--- config.mk ---
export PLATFORM = sky130hd
export DESIGN_NAME = piece_dispatcher
export DESIGN_NICKNAME = d
export VERILOG_FILES = /design/src/rtl/piece_dispatcher_pkg.sv /design/src/rtl/piece_queue.sv /design/src/rtl/piece_dispatcher.sv
export SDC_FILE = /design/constraint.sdc
export NUM_CORES = 1
export LEC_CHECK = 0
export CORE_MARGIN = 2
export CORE_UTILIZATION = 50
export CTS_CLUSTER_SIZE = 24
export DETAILED_ROUTE_END_ITERATION = 8
export PLACE_DENSITY_LB_ADDON = 0.3
export SLEW_MARGIN = 40
export SYNTH_ARGS = -nofsm -noshare
export SYNTH_HDL_FRONTEND = slang
export SYNTH_HIERARCHICAL = 1
export SYNTH_SLANG_ARGS = --single-unit
--- constraint.sdc ---
create_clock -name clk -period 5.3 [get_ports clk]
set_input_delay 1.59 -clock clk [delete_from_list [all_inputs] [get_ports clk]]
set_output_delay 1.59 -clock clk [all_outputs]
set_load 0.05 [all_outputs]
--- src/rtl/piece_dispatcher_pkg.sv ---
// piece_dispatcher_pkg: shared constants and state type for the piece dispatcher
package piece_dispatcher_pkg;
    localparam int NUM_PIECES = 5;
    localparam int ID_W = 3;
    typedef enum logic {FILL, RUN} state_t;
endpackage

--- src/rtl/piece_queue.sv ---
// piece_queue: circular buffer of upcoming pieces with simultaneous push and pop
module piece_queue #(
    parameter int DEPTH = 3,
    parameter int W = 3,
    parameter int CW = $clog2(DEPTH + 1)
) (
    input  logic          clk,
    input  logic          reset,
    input  logic          push,
    input  logic          pop,
    input  logic [W-1:0]  din,
    output logic [W-1:0]  head,
    output logic [W-1:0]  second,
    output logic [W-1:0]  tail,
    output logic [CW-1:0] count
);
    localparam int PW = DEPTH > 1 ? $clog2(DEPTH) : 1;
    logic [W-1:0] mem [DEPTH];
    logic [PW-1:0] rd, wr;
    function automatic logic [PW-1:0] inc(input logic [PW-1:0] p);
        return (p == PW'(DEPTH - 1)) ? '0 : p + PW'(1);
    endfunction
    assign head = mem[rd];
    assign second = mem[inc(rd)];
    assign tail = mem[(wr == '0) ? PW'(DEPTH - 1) : wr - PW'(1)];
    // storage write; contents are only observed through count-gated outputs
    always_ff @(posedge clk) begin
        if (push) mem[wr] <= din;
    end
    // pointers and occupancy; the caller guarantees push only with room and pop only when nonempty
    always_ff @(posedge clk) begin
        if (reset) begin
            rd <= '0;
            wr <= '0;
            count <= '0;
        end else begin
            if (push) wr <= inc(wr);
            if (pop) rd <= inc(rd);
            count <= count + CW'(push) - CW'(pop);
        end
    end
endmodule

--- src/rtl/piece_dispatcher.sv ---
// piece_dispatcher: filters random candidates into a piece queue and deals the head on request
module piece_dispatcher #(
    parameter int NUM_PIECES = piece_dispatcher_pkg::NUM_PIECES,
    parameter int QUEUE_DEPTH = 3,
    parameter int MAX_REROLL = 1
) (
    input  logic                              clk,
    input  logic                              reset,
    input  logic                              enable,
    input  logic [31:0]                       rnd_data,
    input  logic                              piece_req,
    output logic                              piece_valid,
    output logic [piece_dispatcher_pkg::ID_W-1:0] piece_id,
    output logic [piece_dispatcher_pkg::ID_W-1:0] preview_id,
    output logic [15:0]                       dealt_count
);
    import piece_dispatcher_pkg::*;
    localparam int CW = $clog2(QUEUE_DEPTH + 1);
    localparam int RW = MAX_REROLL > 0 ? $clog2(MAX_REROLL + 1) : 1;
    state_t state, state_nx;
    logic [ID_W-1:0] cand, head, second, tail;
    logic [CW-1:0] count;
    logic [RW-1:0] reroll;
    logic legal, same, reject, pop, push, full;
    assign cand = rnd_data[ID_W-1:0];
    assign legal = (rnd_data[31:ID_W] == '0) && (int'(cand) < NUM_PIECES);
    assign full = count == CW'(QUEUE_DEPTH);
    assign same = (count != '0) && (cand == tail);
    assign reject = enable && legal && same && (int'(reroll) < MAX_REROLL);
    assign pop = piece_req && piece_valid;
    assign push = enable && legal && !reject && (!full || pop);
    piece_queue #(.DEPTH(QUEUE_DEPTH), .W(ID_W), .CW(CW)) u_queue (
        .clk(clk),
        .reset(reset),
        .push(push),
        .pop(pop),
        .din(cand),
        .head(head),
        .second(second),
        .tail(tail),
        .count(count)
    );
    // state register
    always_ff @(posedge clk) begin
        if (reset) state <= FILL;
        else state <= state_nx;
    end
    // enter RUN the edge the queue becomes full; RUN is left only through reset
    always_comb begin
        state_nx = state;
        piece_valid = 1'b0;
        piece_id = '0;
        preview_id = '0;
        if (state == FILL && (full || (push && count == CW'(QUEUE_DEPTH - 1)))) state_nx = RUN;
        piece_valid = (state == RUN) && (count != '0);
        piece_id = (count != '0) ? head : '0;
        preview_id = (count > CW'(1)) ? second : '0;
    end
    // same-as-tail reroll tracking; frozen while enable is low
    always_ff @(posedge clk) begin
        if (reset) reroll <= '0;
        else if (reject) reroll <= reroll + RW'(1);
        else if (enable && legal) reroll <= '0;
    end
    // dealt counter; counts pops while enabled, wrapping at 16 bits
    always_ff @(posedge clk) begin
        if (reset) dealt_count <= '0;
        else if (pop && enable) dealt_count <= dealt_count + 16'd1;
    end
endmodule

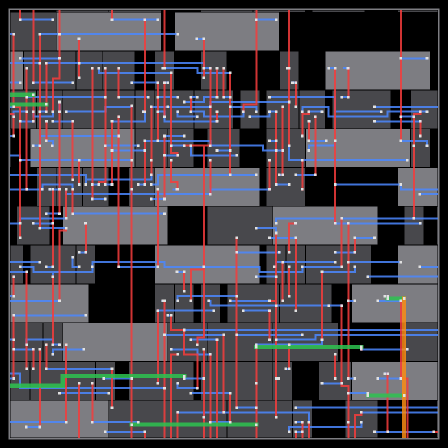
Figure 1: run 1, zoomed window.
Window x 17 to 47, y 30 to 60 um. Cells in grey, sequential cells in the stronger grey; small squares are vias.
| colour | layer |
|---|---|
| orange | met4 |
| red | met2 |
| green | met3 |
| blue | met1 |
sequential cells in the window: 14
most frequent: dfxtp_1 (12), inv_1 (9)
netlist names of flops here include: `dealt_count` (8), `u_queue/count` (2), `u_queue/mem` (2)
cells with their middle in the window: 71

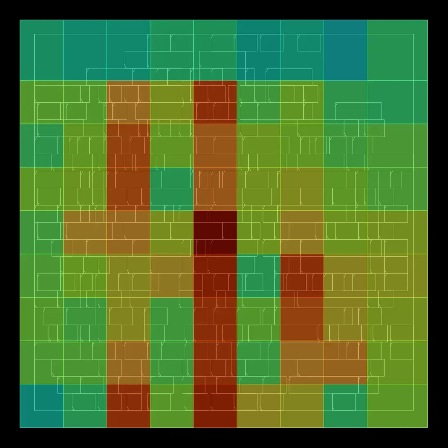
Figure 2: run 1, routing congestion map.
drt wl/cell: 13.01 um
routing usage on met2: 38.40%

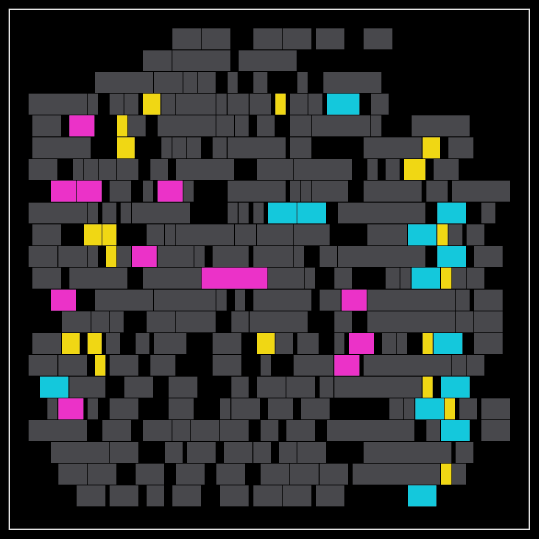
Figure 3: run 1, gate families picked out.
(8 px per um)
| colour | family | cells |
|---|---|---|
| magenta | XOR/XNOR gates | 11 |
| cyan | multiplexers | 13 |
| yellow | NAND gates | 19 |

==> Changelog: implementation, run 1 <==
### Metrics

- Critical hold path startpoint: dealt_count[13]
- Root Buffer: clkbuf_8
- Vias in the first global route: 1588
- Number of hold buffers added after CTS: 0
- Max VDD drop: 0.0001183 V
- Count of routing violations after the opening detailed-route iteration: 63
- Total congestion overflow: 0
- Core region area: 3606 sq um
- H-tree levels: 2
- Crit path buf inv count: 3
- Post-route clock period utilization: 73.06%
- Clock buffers created by TritonCTS: 5
- Achievable clock frequency: 258.2 MHz
- Buffer count from post-CTS setup fixing: 0
- Family with the most delay on the worst path: simple AND/OR/NAND/NOR gates
- Post-synth tally of flip-flops with integrated enable: 9
- CTS tree: built
- Area contributors post-synth: dfxtp_1 28%, edfxtp_1 15%, mux2i_1 6.5%, ha_1 5.4%, nor2_1 3.9%
- Total area of multi-input combinational cells: 982.2 sq um
- End point of the critical path: u_queue/count[1]
- PnR Total Power: 0.4869 mW
- Endpoint kind of the worst setup timing path: flip-flop
- Proportion of synthesized chip area in sequential cells: 42.76%
- Clock distribution area overhead in the final layout: 3.213%
- Sum of negative setup slack: 0 ns
- Actual transition at the worst max-transition pin: 0.5243 ns
- Count of nets left with antenna violations after detail routing: 0
- Cell with the most instances after synthesis: dfxtp_1
- Total count of hold-check failures in the final report: 0
- Highest-power group: registers
- Nature of the critical path startpoint: primary input
- Most frequent cells after synthesis: 26 x dfxtp_1, 19 x nor2_1, 12 x mux2i_1, 12 x o21ai_0
- Initial antenna violation count: 0
- Setup violations, final: 0
- Most frequent logic cells in the routed design: 57 x clkdlybuf4s50_1, 26 x dfxtp_1, 19 x nor2_1
- Critical Path Max Stage Delay: 0.52 ns
- Clk sink count: 35
- Share of cells above drive strength 1: 4.314%
- Register-to-register setup slack: 2.32 ns
- Met1 Routed Length: 1662 um
- Critical path, cell by cell: clkdlybuf4s50_1 -> nor4b_1 -> and4_1 -> nand4_1 -> a31oi_1 -> inv_1 -> ha_1 -> inv_1 -> ha_1 -> xnor3_1 -> nor2_1
- Yosys stat area: 1849 sq um
- Instance count along the most critical hold path: 2
- Global-route wire length before repair: 6810 um
- Min cycle time layout: 3.872 ns
- DR DRC count: 0
- Basic Gates by Area: 23.34%
- Switching share of power: 20.05%
- Warning count from the yosys run: 6
- Logic share of the area: 38.80%
- Xor and xnor fraction of the mapped netlist area: 5.954%
- Insertion delay of the later-clocked pin in the worst-skew pair: 0.28 ns
- Power share of the sequential group: 56.2%
- Clk pwr: 0.180 mW
- Cell row count: 22
- Busiest grt layer: met2
- Flops: 35
- Startpoint of the lowest-slack register-to-register path: u_queue/wr[0]
- Number of multi-input logic gates: 143
- Fp util: 51.28%
- Largest type area fraction: 28.15%
- All-Layer GR Usage: 20.76%
- Seq. cell area: 790.8 sq um
- R2r worst-path depth: 14
- Synth-to-layout area growth: 36.87%
- Met1 Track Usage GR: 22.05%
- Cell total in the yosys stat output: 195
- Launching instance or port of the critical path: enable
- Post-Syn Area: 1849 sq um
- Total die area: 4201 sq um
- Horizontal die dimension: 64.82 um
- Part of the total power dissipated in combinational logic: 6.8%
- Global routing met3 resource utilization: 5.556%
- Combinational gate power: 0.0331 mW
- Routed wire length: 3943 um
- Multiplexer fraction of the synthesized cell area: 7.104%
- Placed wire-length estimate after detailed placement: 2953 um
- Seq/total area: 31.24%
- Non-CTS buffers: 58
- Cell group occupying the most layout area: logic gates
- Crit path DAT: 4.03 ns
- Met2 routed wirelength: 2037 um
- Leakage power of the design: 0.8255 nW
- Post-synth top area cell: dfxtp_1
- Clock buf count: 7
- Layout Skew: 0.005126 ns
- Outcome: completed
- Critical path fanouts, max: 6
- Quantity of I/O buffers inserted on ports: 58
- Registers, synthesis: 35
- Non-Clock Buffer Area Fraction: 22.74%
- Number of pins with negative max-slew slack in the final report: 0
- Commonest non-fill, non-tap cell in the layout: clkdlybuf4s50_1
- Antenna diodes: 0
- Internal: 0.3893 mW
- Syn Inst Count: 195
- Total number of vias: 1604
- Met3 routed wirelength: 191 um
- Tool Warnings: 30
- Required time of the worst setup path: 5.46 ns
- Total power per unit cell area: 192.4 nW/um^2
- Number of violations of the max-capacitance limit: 0
- Uppermost metal layer occupied by signal nets: met4
- Die y size: 64.82 um
- Worst Hold Class: reg -> reg
- Syn nets: 239
- Worst min-delay path endpoint: dealt_count[13]
- Worst slew margin: 64.88%
- Critical path start-end classification: in -> reg
- Ys async rst share: 0%
- GPL Wtd Cong: 0.7734
- Slowest CP cell: clkdlybuf4s50_1
- Most used flip-flop cell: dfxtp_1
- Fillers: 281
- Clock transition at path regs: 0.07 ns
- Vias per Instance: 5.294
- Dominant combinational cell family by area after synthesis: simple AND/OR/NAND/NOR gates
- Mean instance size in the synthesized netlist: 9.483 sq um
- Endpoint of the worst register-to-register path: u_queue/count[1]
- Number of stages on the worst setup path: 11
- RSZ-0062 raised after global routing: no
- Unique cell type count in the Yosys netlist: 41
- Longest Clk Path Bufs: 2
- Number of top-level design ports: 59
- Compound-gate portion of the synthesized area: 11.30%
- Adder Area Share: 5.413%
- Clock power frac: 37.0%
- Power attributed to sequential cells: 0.274 mW
- Psw: 0.09765 mW
- Count of inverters other than clock inverters in the layout: 11
- Tap Count: 48
- Number of gates resized after cts: 0
- Iteration count of the initial detailed-routing pass: 5
- Pin count of the biggest net entering global routing: 26
[run 1: state kept, by name, summed over array words and instances, names as in the netlist, named ones only]
| name | count |
|---|---|
| dealt_count | 16 |
| reroll | 1 |
| state | 1 |
| u_queue/count | 2 |
| u_queue/mem | 9 |
| u_queue/rd | 2 |
| u_queue/wr | 2 |
[run 1: stage by stage]
stage / setup slack (ns) / util [%] / hold WS, ns / area (sq um) / std cells
after global placement: 1.229 / 68.08 / 0.4863 / 2455 / 295
after floorplan: 1.902 / - / 0.4871 / 1849 / 195
after global routing: 1.242 / 70.19 / 0.5252 / 2531 / 303
after detailed placement: 1.108 / 67.94 / 0.4937 / 2450 / 295
after CTS: 1.416 / 70.19 / 0.5034 / 2531 / 303
final: 1.428 / 70.19 / 0.5008 / 2531 / 303
Figure 4. Wiring by layer (run 1).
(6 px per um) Only two layers are drawn.
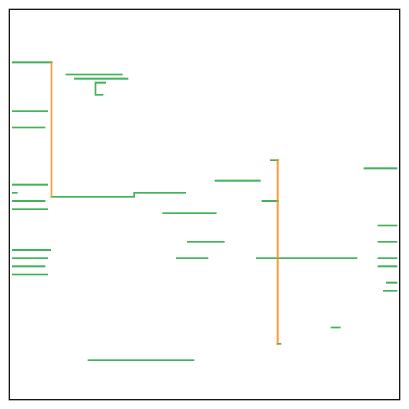

==> run 1 -> run 2 <==
--- a/config.mk
+++ b/config.mk
@@ -6,7 +6,7 @@
 export NUM_CORES = 1
 export LEC_CHECK = 0
 export CORE_MARGIN = 2
-export CORE_UTILIZATION = 50
+export CORE_UTILIZATION = 42
 export CTS_CLUSTER_SIZE = 24
 export DETAILED_ROUTE_END_ITERATION = 8
 export PLACE_DENSITY_LB_ADDON = 0.3
==> constraint.sdc (replaced) <==
create_clock -name clk -period 3.3 [get_ports clk]
set_input_delay 0.99 -clock clk [delete_from_list [all_inputs] [get_ports clk]]
set_output_delay 0.99 -clock clk [all_outputs]
set_load 0.05 [all_outputs]
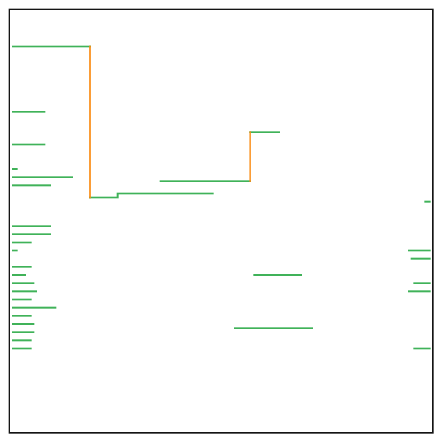
Figure 5: run 2, wiring by layer.
(6 px per um) Only two layers are drawn.
| colour | layer | wire length |
|---|---|---|
| orange | met4 | 33.3 um |
| green | met3 | 172 um |

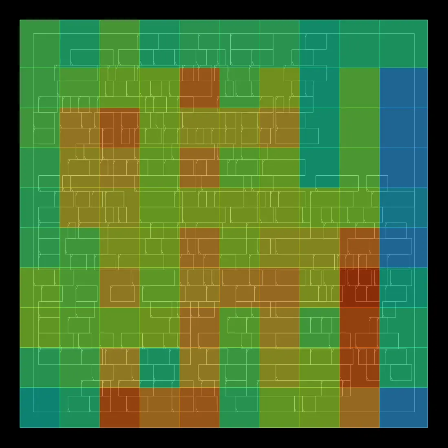
Figure 6: run 2, routing congestion map.
routing usage on met2: 30.50%
busiest grt layer: met2
core occupancy in the finished layout: 60.84%

==> Changelog: implementation, run 2 <==
### Metrics

- Outcome: completed
- Insertion delay of the later-clocked pin in the worst-skew pair: 0.28 ns
- Ys async rst share: 0%
- Met1 Track Usage GR: 21.38%
- Post-synth top area cell: dfxtp_1
- Initial antenna violation count: 0
- Longest Clk Path Bufs: 2
- Horizontal die dimension: 70.36 um
- Count of nets left with antenna violations after detail routing: 0
- Cell total in the yosys stat output: 195
- Endpoint of the worst register-to-register path: u_queue/count[1]
- Nature of the critical path startpoint: flip-flop
- Number of hold buffers added after CTS: 0
- Clock transition at path regs: 0.08 ns
- Actual transition at the worst max-transition pin: 0.6159 ns
- Sum of negative setup slack: 0 ns
- Cell row count: 24
- Crit path DAT: 2.01 ns
- Worst Hold Class: reg -> reg
- Number of pins with negative max-slew slack in the final report: 0
- Cell group occupying the most layout area: logic gates
- Tap Count: 52
- Commonest non-fill, non-tap cell in the layout: clkdlybuf4s50_1
- Total congestion overflow: 0
- Most used flip-flop cell: dfxtp_1
- Startpoint of the lowest-slack register-to-register path: u_queue/wr[0]
- R2r worst-path depth: 14
- Instance count along the most critical hold path: 2
- Launching instance or port of the critical path: u_queue/rd[0]
- Fillers: 383
- Setup violations, final: 0
- Iteration count of the initial detailed-routing pass: 4
- Mean instance size in the synthesized netlist: 9.483 sq um
- Proportion of synthesized chip area in sequential cells: 42.76%
- Antenna diodes: 0
- Clock buf count: 6
- Pin count of the biggest net entering global routing: 17
- Number of violations of the max-capacitance limit: 0
- Global routing met3 resource utilization: 4.329%
- Seq. cell area: 790.8 sq um
- Required time of the worst setup path: 2.31 ns
- Routed wire length: 3973 um
- RSZ-0062 raised after global routing: no
- End point of the critical path: preview_id[1]
- Drt wl/cell: 12.69 um
- Register-to-register setup slack: 0.43 ns
- Critical path fanouts, max: 6
- PnR Total Power: 0.8463 mW
- Critical path, cell by cell: mux2i_1 -> o21ai_0 -> and2_1 -> clkdlybuf4s50_1
- Most frequent logic cells in the routed design: 58 x clkdlybuf4s50_1, 26 x dfxtp_1, 19 x nor2_1
- Most frequent cells after synthesis: 26 x dfxtp_1, 19 x nor2_1, 12 x mux2i_1, 12 x o21ai_0
- Achievable clock frequency: 333.3 MHz
- Fp util: 43.07%
- Total power per unit cell area: 323.9 nW/um^2
- Post-route clock period utilization: 90.92%
- Cell count after placement: 305
- Critical Path Max Stage Delay: 0.79 ns
- Post-synth tally of flip-flops with integrated enable: 9
- Post-place setup slack: 0.04384 ns
- Seq/total area: 30.27%
- Family with the most delay on the worst path: buffers and inverters
- Cell with the most instances after synthesis: dfxtp_1
- Buffer count from post-CTS setup fixing: 0
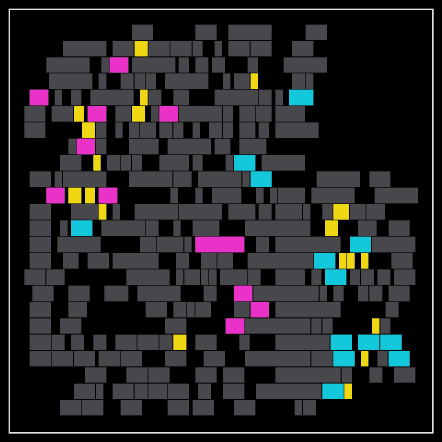
Figure 7: run 2, gate families picked out.
(6 px per um)
| colour | family | cells |
|---|---|---|
| cyan | multiplexers | 13 |
| magenta | XOR/XNOR gates | 11 |
| yellow | NAND gates | 19 |

-- run 2: cell counts after synthesis --
No cell type changed its count.
-- run 2: cells by family (layout without fill, tap and decap cells) --
group | count (synthesis) | after routing | share of synthesized area [%]
AND/OR/NAND/NOR | 78 | 78 | 23.34
XOR/XNOR | 11 | 11 | 5.954
flip-flops | 35 | 35 | 42.76
buffers and inverters | 17 | 83 | 4.127
adder cells (fa/ha/maj) | 8 | 8 | 5.413
AND-OR/OR-AND | 33 | 33 | 11.30
multiplexers | 13 | 13 | 7.104
-- run 2: report_power, final --
part           leakage (nW)  switching (mW)  internal, mW
logic                 0.522          0.0149        0.0400
registers             0.290  0.000000000105         0.439
clock network        0.0563           0.158         0.194
total                 0.868           0.173         0.673
Power and IR drop assume default switching activity.
